<file path="config.mk">
export PLATFORM = sky130hd
export DESIGN_NAME = crc_check
export DESIGN_NICKNAME = d
export VERILOG_FILES = /design/src/rtl/crc_pkg.sv /design/src/rtl/crc5_lfsr_step.sv /design/src/rtl/crc_check.sv
export SDC_FILE = /design/constraint.sdc
export NUM_CORES = 1
export LEC_CHECK = 0
export ABC_AREA = 1
export CAP_MARGIN = 0
export CORE_ASPECT_RATIO = 1.75
export CORE_MARGIN = 1.5
export CORE_UTILIZATION = 25
export DETAILED_ROUTE_END_ITERATION = 12
export PLACE_DENSITY = 0.47
export SYNTH_ARGS = -nofsm -noshare
export SYNTH_HDL_FRONTEND = slang
export SYNTH_SLANG_ARGS = --single-unit
export TNS_END_PERCENT = 10
</file>
<file path="constraint.sdc">
create_clock -name clk -period 1.77 [get_ports clk]
set_input_delay 0.354 -clock clk [delete_from_list [all_inputs] [get_ports clk]]
set_output_delay 0.354 -clock clk [all_outputs]
set_load 0.1 [all_outputs]
</file>
<file path="src/rtl/crc_pkg.sv">
// Shared constants and FSM state type for the CRC-5 generator/checker pair.
package crc_pkg;

   localparam int unsigned      CRC_W      = 5;
   localparam int unsigned      DATA_W     = 4;
   localparam int unsigned      FRAME_BITS = DATA_W + CRC_W;
   localparam logic [CRC_W-1:0] CRC5_POLY  = 5'b00101;

   typedef enum logic [1:0] {
      IDLE,
      SHIFT,
      DONE
   } crc_chk_state_t;

endpackage

</file>
<file path="src/rtl/crc5_lfsr_step.sv">
// One serial step of the CRC-5 Galois LFSR; state is packed {s1..s5}, so s5 sits in bit 0.
module crc5_lfsr_step
   import crc_pkg::*;
(
   input  logic [CRC_W-1:0] state_i,
   input  logic             bit_i,
   input  logic [CRC_W-1:0] poly_i,
   output logic [CRC_W-1:0] state_o
);

   logic fb;

   assign fb = bit_i ^ state_i[0];

   // Stage 1 has no predecessor, so it is just the x^0 tap (always set for a CRC polynomial).
   always_comb begin
      state_o          = '0;
      state_o[CRC_W-1] = poly_i[0] & fb;
      for (int unsigned i = 1; i < CRC_W; i++) begin
         state_o[CRC_W-1-i] = state_i[CRC_W-i] ^ (poly_i[i] & fb);
      end
   end

endmodule

</file>
<file path="src/rtl/crc_check.sv">
// Receive-side CRC-5 checker: shifts data_in[0..3] then crc_in[0..4] through the LFSR and flags a nonzero syndrome.
// Define CRC_CHECK_ERRCNT_EN to add a saturating err_count output.
module crc_check
   import crc_pkg::*;
#(
   parameter logic [CRC_W-1:0] POLY = CRC5_POLY
) (
   input  logic              clk,
   input  logic              reset,
   input  logic              in_valid,
   output logic              in_ready,
   input  logic [DATA_W-1:0] data_in,
   input  logic [CRC_W-1:0]  crc_in,
   output logic              out_valid,
   input  logic              out_ready,
   output logic [DATA_W-1:0] data_out,
   output logic              crc_err,
   output logic [CRC_W-1:0]  syndrome
`ifdef CRC_CHECK_ERRCNT_EN
   ,
   output logic [7:0]        err_count
`endif
);

   localparam logic [3:0] LAST_BIT = 4'(FRAME_BITS - 1);

   crc_chk_state_t        state_q, state_d;
   logic                  rdy_q;
   logic [FRAME_BITS-1:0] frame_q;
   logic [3:0]            cnt_q;
   logic [CRC_W-1:0]      lfsr_q, lfsr_d;
   logic                  crc_err_q;
   logic                  accept, last_bit, shift_bit;

   assign accept    = in_ready & in_valid;
   assign last_bit  = (state_q == SHIFT) && (cnt_q == LAST_BIT);
   assign shift_bit = frame_q[cnt_q];

   crc5_lfsr_step u_step (
      .state_i (lfsr_q),
      .bit_i   (shift_bit),
      .poly_i  (POLY),
      .state_o (lfsr_d)
   );

   always_ff @(posedge clk or negedge reset) begin
      if (!reset) begin
         state_q <= IDLE;
      end else begin
         state_q <= state_d;
      end
   end

   always_comb begin
      state_d = state_q;
      unique case (state_q)
         IDLE:    if (accept)    state_d = SHIFT;
         SHIFT:   if (last_bit)  state_d = DONE;
         DONE:    if (out_ready) state_d = IDLE;
         default:                state_d = IDLE;
      endcase
   end

   always_comb begin
      in_ready  = rdy_q && (state_q == IDLE);
      out_valid = (state_q == DONE);
   end

   // rdy_q holds in_ready low while reset is asserted and releases it on the first edge after.
   always_ff @(posedge clk or negedge reset) begin
      if (!reset) begin
         rdy_q     <= 1'b0;
         frame_q   <= '0;
         cnt_q     <= '0;
         lfsr_q    <= '0;
         crc_err_q <= 1'b0;
      end else begin
         rdy_q <= 1'b1;
         if (accept) begin
            frame_q <= {crc_in, data_in};
            cnt_q   <= '0;
            lfsr_q  <= '0;
         end else if (state_q == SHIFT) begin
            lfsr_q <= lfsr_d;
            cnt_q  <= cnt_q + 4'd1;
            if (last_bit) begin
               crc_err_q <= |lfsr_d;
            end
         end
      end
   end

   assign data_out = frame_q[DATA_W-1:0];
   assign crc_err  = crc_err_q;
   assign syndrome = lfsr_q;

`ifdef CRC_CHECK_ERRCNT_EN
   logic [7:0] err_cnt_q;

   always_ff @(posedge clk or negedge reset) begin
      if (!reset) begin
         err_cnt_q <= '0;
      end else if (out_valid && out_ready && crc_err_q && (err_cnt_q != '1)) begin
         err_cnt_q <= err_cnt_q + 8'd1;
      end
   end

   assign err_count = err_cnt_q;
`endif

endmodule

</file>
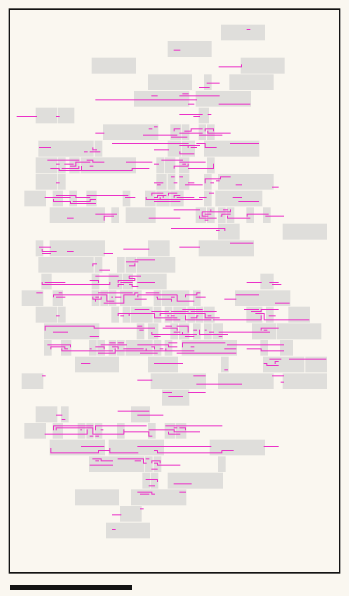
Fig. 1. Met1 routing (run 1).
Scale bar: 20 um.
nets with wire on the layer: 130
longest straight run: 16.6 um

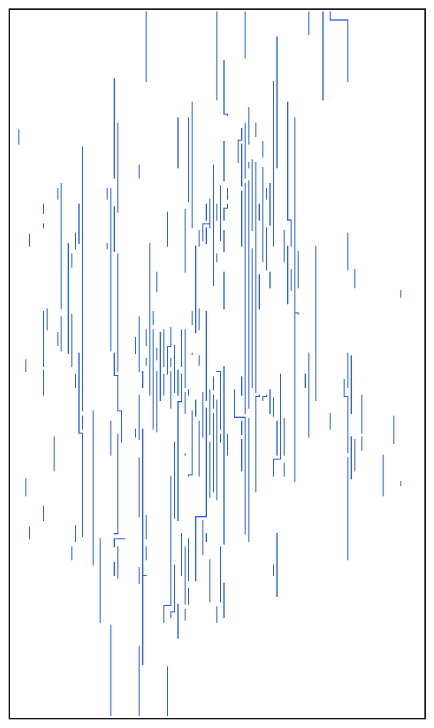
Fig. 2. The metal 2 layer (run 1).
main direction: vertical
longest straight run: 47.3 um
wire length on this layer: 1410 um
share of all routed wire: 59%
nets with wire on the layer: 141

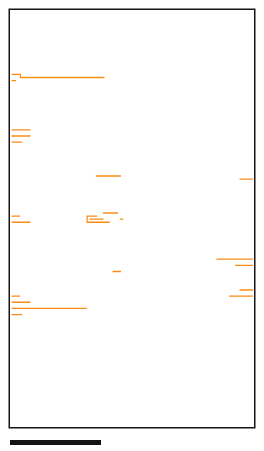
Fig. 3. Met3 routing (run 1).
Scale bar: 20 um.
share of all routed wire: 4.3%
longest straight run: 18.4 um
final wirelength: 2410 um
Vias: 926
M3 GR Usage: 2.28%

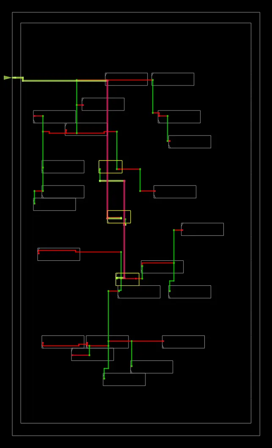
Fig. 4. Clock nets (run 1).
total CTS buffers: 3
clock skew: 0.00367 ns

==> out/results.ini, run 1 <==
[logic_synthesis]
edf_count=0
yosysTopAreaCell=dfrtp_1
top_cell=nand2_1
fp_nets=147
top_cells_by_area=dfrtp_1, nand2_1, inv_1
syn_avg_cell_area_um2=8.59
ys_seq_share_pct=48.6
postSynthCellCount=132
ys_cells=132
yosys_area_um2=1130
async_reset_ff_share_pct=100
ys_warn_count=0
ys_ff=22
top_area_share_pct=48.6
flop_cell=dfrtp_1
synth_area_um2=1130
synth_cell_types=23
yosys-top-cells-count=nand2_1, dfrtp_1, inv_1, o21ai_0, nand3_1

[cts]
cts.clk_slew.worst_paths_ns=0.08
cts.repair.resized=0
cts_tree=yes
cts_root_buf=clkbuf_8
post_cts_buffers=0
cts-hold-fix-buffers=0
ctsHtreeMaxLevel=1
clkLatencyLatePin_ns=0.26
ctsLongestPathBuffers=2
cts_sinks=22

[cells_and_area]
dominant_cells=sequential cells
antenna_cells=0
final_net_count=172
flops=22
clock_area_share_pct=2.61
syn_to_final_growth_pct=39.4
nClkBuffers=3
comb_share_pct=29.8
design_area_um2=1580
seq-cell-share_pct=34.8
nFillCells=445
drive_above_1_share_pct=21.9
comb_cells=82
regArea_um2=551
mostFrequentLayoutCells=nand2_1, dfrtp_1, inv_1, o21ai_0
bufAreaShareNonClock_pct=23.3
inverters=23
mi_logic_area_um2=470
n_all_buffers=25
final_common_cell=nand2_1

[floorplan]
coreArea_um2=4360
die_w_um=53.9
initCoreUtil_pct=26.0
tapCellCount=51
rows=32
die_h_um=92.1
ios=25
die_area_um2=4960

[place]
hpwlAfterDp_um=1910
io_buffers=24
routabilityCongestion=0.787
placement.cell_area_um2=1540

[critical_path]
critPathCaptureType=output port
cp_cell_sequence=nor3b_4 -> buf_12
startpoint_type=register
critical_path.startpoint=state_q[1]
crit_slowest_cell=dfrtp_1
cp.required_ns=1.42
r2r-start=cnt_q[0]
arrival_ns=1.21
critPathMaxFanout=3
crit_type=reg -> out
critPathMaxStageDelay_ns=0.45

[global_route]
grt_antenna_before_repair=0
grt_use_total_pct=11.5
grt_pass1_vias=955
overflow=0
grt_max_degree=23
grt_pass1_wl_um=4170

[timing]
finalSetupViolations=0
slew_viol_final=0
rsz0062_at_grt=no
max_freq_mhz=640
setup_tns_ns=0
fin_crit_sh_pct=88.3
min_period_ns=1.56
finalHoldViolations=0

[job]
drv_cap=0
warning_count=28

[route]
drt-pass1-iter-count=4
via_per_inst=4.50
drtIter0Drc=4
ant_nets=0
drc=0
wl_per_cell_um=11.7

[status]
status=complete, no violations

[worst_hold_path]
hp-class=in -> async

==> run 1: cell families after synthesis <==
kind of cell	synth area share [%]
and+or+nand+nor	29.4
DFF	48.6
buffers and inverters	10.9
xor gates and xnor gates	0.773
adders and majority gates	2.21
other	0.331
AOI/OAI and AO/OA	7.84
==> run 1: worst paths after layout <==
check | cells past startpoint | slack (ns) | to
min reg2reg | 2 | 0.52 | frame_q[8]
max | 2 | 0.21 | in_ready
max in group asynchronous | 2 | 1.11 | syndrome[4]
min in group clk | 2 | 0.52 | frame_q[8]
max reg2reg | 7 | 0.30 | crc_err
min | 2 | 0.44 | frame_q[2]
==> run 1: metrics by stage <==
stage	setup slack (ns)	hold WS [ns]	cells	utilization (%)
after floorplan	-0.235	0.0584	132	-
after global placement	0.325	0.502	203	35.3
after global routing	0.148	0.465	206	36.2
after detailed placement	0.319	0.511	203	35.3
final	0.207	0.436	206	36.2
after CTS	0.198	0.445	206	36.2
==> run 1: per-layer routing <==
metal	vias up	track usage, %	routed length [um]
met2	23	20.6	1410
li1	458	-	-
met1	440	11.8	845
met4	0	5.77	51
met5	-	0	0
met3	5	2.28	103
==> run 1: registers in the layout, summed over array words and instances, names as in the netlist <==
register  cells
frame_q       9
crc_err       1
cnt_q         4
rdy_q         1
syndrome      5
state_q       2
==> run 1: critical path: cells and delay by family, from the launching register on <==
kind	cells	cell delay, ns
flops	1	0.45
simple gates	1	0.29
buf+inv	1	0.21
--- run 2 (diff from run 1) ---
CAP_MARGIN = 5   (was 0)
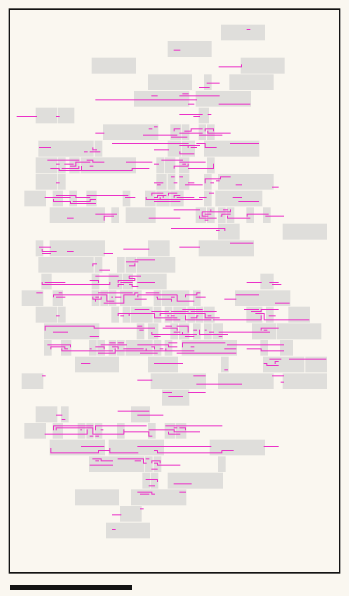
Fig. 5. Met1 routing (run 2).
Scale bar: 20 um.
share of all routed wire: 35%
wire length on this layer: 846 um
nets with wire on the layer: 130
met1 usage: 11.8%

==> run 2 against run 1 <==
Against the previous run: die size unchanged; largest cell class unchanged; critical path type unchanged; core utilization unchanged; count of clock-buffer cells in the layout unchanged; cell count unchanged; global-route usage unchanged.
==> out/results.ini, run 2 <==
[logic_synthesis]
ys_cells=132  ; unchanged
synth_area_um2=1130  ; unchanged
yosysTopAreaCell=dfrtp_1  ; unchanged
flop_cell=dfrtp_1  ; unchanged
mux_share_pct=0  ; unchanged
async_reset_ff_share_pct=100  ; unchanged
ys_seq_share_pct=48.6  ; unchanged
xor_share_pct=0.773  ; unchanged
yosys-top-cells-count=nand2_1, dfrtp_1, inv_1, o21ai_0, nand3_1  ; unchanged
postSynthCellCount=132  ; unchanged
yosys_area_um2=1130  ; unchanged
edf_count=0  ; unchanged
syn_avg_cell_area_um2=8.59  ; unchanged
fp_nets=147  ; unchanged
synth_cell_types=23  ; unchanged
top_cells_by_area=dfrtp_1, nand2_1, inv_1  ; unchanged
ys_warn_count=0  ; unchanged
ys_sh_aoi_pct=7.84  ; unchanged
simple_gate_share_pct=29.4  ; unchanged
logic_family=simple AND/OR/NAND/NOR gates  ; unchanged
ys_ff=22  ; unchanged
top_cell=nand2_1  ; unchanged
top_area_share_pct=48.6  ; unchanged
fa_ha_area_share_pct=2.21  ; unchanged

[cts]
cts_sinks=22  ; unchanged
cts_tree=yes  ; unchanged
ctsHtreeMaxLevel=1  ; unchanged
cts_inserted_buffers=3  ; unchanged
ctsLongestPathBuffers=2  ; unchanged
cts.clk_slew.worst_paths_ns=0.08  ; about the same
cts-hold-fix-buffers=0  ; unchanged
clkLatencyLatePin_ns=0.26  ; about the same
post_cts_buffers=0  ; unchanged
cts.repair.resized=0  ; unchanged
cts_root_buf=clkbuf_8  ; unchanged

[critical_path]
crit_slowest_cell=dfrtp_1  ; unchanged
critPathMaxFanout=3  ; unchanged
cp.required_ns=1.42  ; about the same
crit_type=reg -> out  ; unchanged
cp_cell_sequence=nor3b_4 -> buf_12  ; unchanged
critPathCaptureType=output port  ; unchanged
critPathMaxStageDelay_ns=0.45  ; about the same
arrival_ns=1.21  ; about the same
startpoint_type=register  ; unchanged

[cells_and_area]
mostFrequentLayoutCells=nand2_1, dfrtp_1, inv_1, o21ai_0  ; unchanged
regArea_um2=551  ; unchanged
fin_cells=206  ; unchanged
design_area_um2=1580  ; unchanged
final_common_cell=nand2_1  ; unchanged
largest_reg_flops=9  ; unchanged
mi_logic_area_um2=470  ; unchanged
drive_above_1_share_pct=21.9  ; unchanged
syn_to_final_growth_pct=39.4  ; unchanged
nFillCells=445  ; unchanged
final_net_count=172  ; unchanged
antenna_cells=0  ; unchanged
regMostFlops=frame_q  ; unchanged

[job]
warning_count=28  ; unchanged
drv_cap=0  ; unchanged

[floorplan]
die_area_um2=4960  ; unchanged
ios=25  ; unchanged
initCoreUtil_pct=26.0  ; unchanged
die_h_um=92.1  ; unchanged
coreArea_um2=4360  ; unchanged
rows=32  ; unchanged
die_w_um=53.9  ; unchanged

[global_route]
overflow=0  ; unchanged
grt_pass1_wl_um=4170  ; unchanged
grt_antenna_before_repair=0  ; unchanged
grt_use_total_pct=11.5  ; unchanged
grt_pass1_vias=955  ; unchanged
grt_max_degree=23  ; unchanged

[route]
ant_nets=0  ; unchanged
drc=0  ; unchanged
wl_per_cell_um=11.7  ; unchanged
num_vias=926  ; unchanged
wl_um=2410  ; unchanged
drtIter0Drc=4  ; unchanged
drt-pass1-iter-count=4  ; unchanged
via_per_inst=4.50  ; unchanged

[timing]
fin_ws_ns=0.207  ; unchanged
finalSetupViolations=0  ; unchanged
finalHoldViolations=0  ; unchanged
finClkSkew_ns=0.00367  ; unchanged
setup_tns_ns=0  ; unchanged
min_period_ns=1.56  ; unchanged
max_freq_mhz=640  ; unchanged
rsz0062_at_grt=no  ; unchanged
slew_viol_final=0  ; unchanged
fin_crit_sh_pct=88.3  ; unchanged

[place]
io_buffers=24  ; unchanged
hpwlAfterDp_um=1910  ; unchanged
placement.cell_area_um2=1540  ; unchanged
dp_slack_ns=0.319  ; unchanged
routabilityCongestion=0.787  ; unchanged
placed_cells=203  ; unchanged

[status]
status=complete, no violations  ; unchanged

[worst_hold_path]
hp-class=in -> async  ; unchanged

==> run 2: final cells by class <==
class	instances	area share [%]
multi-input combinational	82	29.8
sequential	22	34.8
tap	51	4.04
timing repair buffer	25	23.3
inverter	23	5.46
clock buffer	3	2.61
==> run 2: metal layers <==
metal | up-vias | track usage, % | routed length [um]
li1 | 458 | - | -
met5 | - | 0 | 0
met1 | 440 | 11.8 | 845
met4 | 0 | 5.77 | 51
met3 | 5 | 2.28 | 103
met2 | 23 | 20.6 | 1410
==> run 2: worst max-delay path: cells and delay by family, from the launching register on <==
family	cells	cell delay, ns
buffers and inverters	1	0.21
flip-flops	1	0.45
AND/OR/NAND/NOR	1	0.29
==> run 2: worst paths after layout <==
path                                 start     endpoint  cells past startpoint  slack, ns
worst max-delay path            state_q[1]     in_ready                      2       0.21
worst min-delay path                 reset   frame_q[2]                      2       0.44
worst max register to register    cnt_q[0]      crc_err                      7       0.30
worst min register to register  frame_q[8]   frame_q[8]                      2       0.52
max in group asynchronous            reset  syndrome[4]                      2       1.11
min in group clk                frame_q[8]   frame_q[8]                      2       0.52
==> run 2: per-stage QoR <==
step | hold WS [ns] | utilization, %
after detailed placement | 0.511 | 35.3
after floorplan | 0.0584 | -
final | 0.436 | 36.2
after CTS | 0.445 | 36.2
after global placement | 0.502 | 35.3
after global routing | 0.465 | 36.2
==> run 2: cells by family after synthesis <==
logic type                 count (synthesis)
AOI/OAI and AO/OA                         17
and+or+nand+nor                           61
adders and majority gates                  2
xor gates and xnor gates                   1
other                                      1
DFF                                       22
buffers and inverters                     28
--- run 3 (diff from run 2) ---
==> constraint.sdc (replaced) <==
create_clock -name clk -period 1.77 [get_ports clk]
set_input_delay 0.354 -clock clk [delete_from_list [all_inputs] [get_ports clk]]
set_output_delay 0.354 -clock clk [all_outputs]
set_load 0.02 [all_outputs]
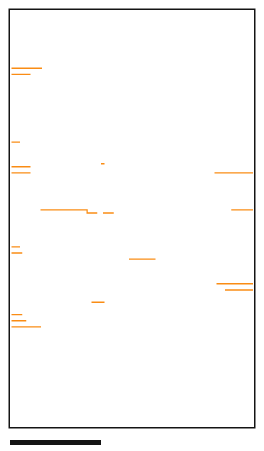
Fig. 6. Met3 routing (run 3).
Scale bar: 20 um.
nets with wire on the layer: 16
main direction: horizontal
longest straight run: 10.1 um

==> run 3 against run 2 <==
Against the previous run: worst setup slack lost 0.14 ns; die size did not move; count of clock-buffer cells in the layout grew 1; synthesized cell count did not move; sequential share of layout area is 2.5 points higher; register-to-register slack improved by 0.04 ns; maximum frequency shrank 8.3%; sequential cell count stayed put; global-route usage grew 0.19 points; routed wire length fell by 1.9%; hold slack worse by 0.014 ns; highest routed layer unchanged.
==> out/results.ini, run 3 <==
[status]
status=complete, no violations  ; unchanged

[route]
drt-pass1-iter-count=4  ; unchanged
ant_nets=0  ; unchanged
wl_um=2370  ; was 2410 um
drc=0  ; unchanged
via_per_inst=4.34  ; was 4.50
num_vias=907  ; was 926

[logic_synthesis]
ys_warn_count=0  ; unchanged
fp_nets=147  ; unchanged
synth_cell_types=23  ; unchanged
edf_count=0  ; unchanged
yosys-top-cells-count=nand2_1, dfrtp_1, inv_1, o21ai_0, nand3_1  ; unchanged
synth_area_um2=1130  ; unchanged
flop_cell=dfrtp_1  ; unchanged
syn_avg_cell_area_um2=8.59  ; unchanged
ys_seq_share_pct=48.6  ; unchanged
ys_cells=132  ; unchanged

[global_route]
grt_max_degree=23  ; unchanged
overflow=0  ; unchanged
grt_antenna_before_repair=0  ; unchanged
grt_pass1_wl_um=4240  ; was 4170 um

[critical_path]
crit_slowest_cell=clkdlybuf4s50_1  ; was dfrtp_1
r2r_slack_ns=0.34  ; was 0.30 ns
cp.required_ns=1.42  ; about the same
cp_num_cells=1  ; was 2
crit_type=reg -> out  ; unchanged
startpoint_type=register  ; unchanged
r2r-end=crc_err  ; unchanged
cp_cell_sequence=clkdlybuf4s50_1  ; was nor3b_4 -> buf_12
worst-path-buf-inv=1  ; unchanged
critPathMaxStageDelay_ns=0.64  ; was 0.45 ns
critical_path.startpoint=syndrome[4]  ; was state_q[1]
critPathMaxFanout=4  ; was 3
r2r-start=cnt_q[1]  ; was cnt_q[0]
critPathCaptureType=output port  ; unchanged
arrival_ns=1.35  ; was 1.21 ns

[cts]
cts_sinks=22  ; unchanged
cts_root_buf=clkbuf_8  ; unchanged
cts-hold-fix-buffers=0  ; unchanged
post_cts_buffers=0  ; unchanged
cts_inserted_buffers=3  ; unchanged
cts_tree=yes  ; unchanged

[timing]
max_freq_mhz=587  ; was 640 MHz
slew_viol_final=0  ; unchanged
finalHoldViolations=0  ; unchanged
finalSetupViolations=0  ; unchanged
fin_crit_sh_pct=96.3  ; was 88.3%
finClkSkew_ns=0.00834  ; was 0.00367 ns
fin_ws_ns=0.0651  ; was 0.207 ns

[floorplan]
coreArea_um2=4360  ; unchanged
rows=32  ; unchanged
die_area_um2=4960  ; unchanged
die_w_um=53.9  ; unchanged
initCoreUtil_pct=26.0  ; unchanged

[cells_and_area]
final_common_cell=nand2_1  ; unchanged
drive_above_1_share_pct=14.6  ; was 21.9%
fin_cells=209  ; was 206
design_area_um2=1480  ; was 1580 um^2

[place]
dp_slack_ns=0.151  ; was 0.319 ns
routabilityCongestion=0.836  ; was 0.787

[job]
drv_cap=0  ; unchanged

run 3: cell count changes in the layout (fill, tap and decap cells not counted), moves of 2 or more:
cell | before | now
clkdlybuf4s50_1 | 12 | 22
buf_4 | 1 | 3
dlygate4sd2_1 | 0 | 2
buf_12 | 12 | 0
run 3: logic make-up (layout without fill, tap and decap cells):
group                      after synthesis  after routing  share of synthesized area, %
xor gates and xnor gates                 1              1                         0.773
and+or+nand+nor                         61             61                          29.4
other                                    1              1                         0.331
buffers and inverters                   28             54                          10.9
DFF                                     22             22                          48.6
AOI/OAI and AO/OA                       17             17                          7.84
adders and majority gates                2              2                          2.21
run 3: worst reg2reg max path: stages (launching register included):
cell,delay [ns]
dfrtp_1,0.41
inv_1,0.17
ha_1,0.20
nand3_1,0.18
nor4_4,0.20
nand3_2,0.09
nand2_1,0.06
inv_1,0.03
run 3: layer usage:
layer | GRT usage [%] | routed length, um | vias up
met5 | 0 | 0 | -
met1 | 12.3 | 891 | 421
li1 | - | - | 461
met3 | 1.47 | 84 | 5
met2 | 20.3 | 1330 | 20
met4 | 7.69 | 61 | 0
run 3: worst min-delay path by stage:
stage / startpoint / to
2_1_floorplan: reset / cnt_q[0]
3_3_place_gp: frame_q[8] / frame_q[8]
3_5_place_dp: frame_q[8] / frame_q[8]
4_1_cts: reset / frame_q[1]
5_1_grt: reset / frame_q[1]
6_report: reset / frame_q[1]
run 3: final cells by class:
type	count	area, um^2
Fill cell	471	2890
Sequential cell	22	551
Multi-Input combinational cell	82	459
Timing Repair Buffer	27	260
Inverter	23	86.3
Tap cell	51	63.8
Clock buffer	4	55.1
run 3: repair_timing:
action,in CTS,in global routing
gates resized,2,0
endpoints found under the hold margin,0,0
setup endpoints to repair,2,0
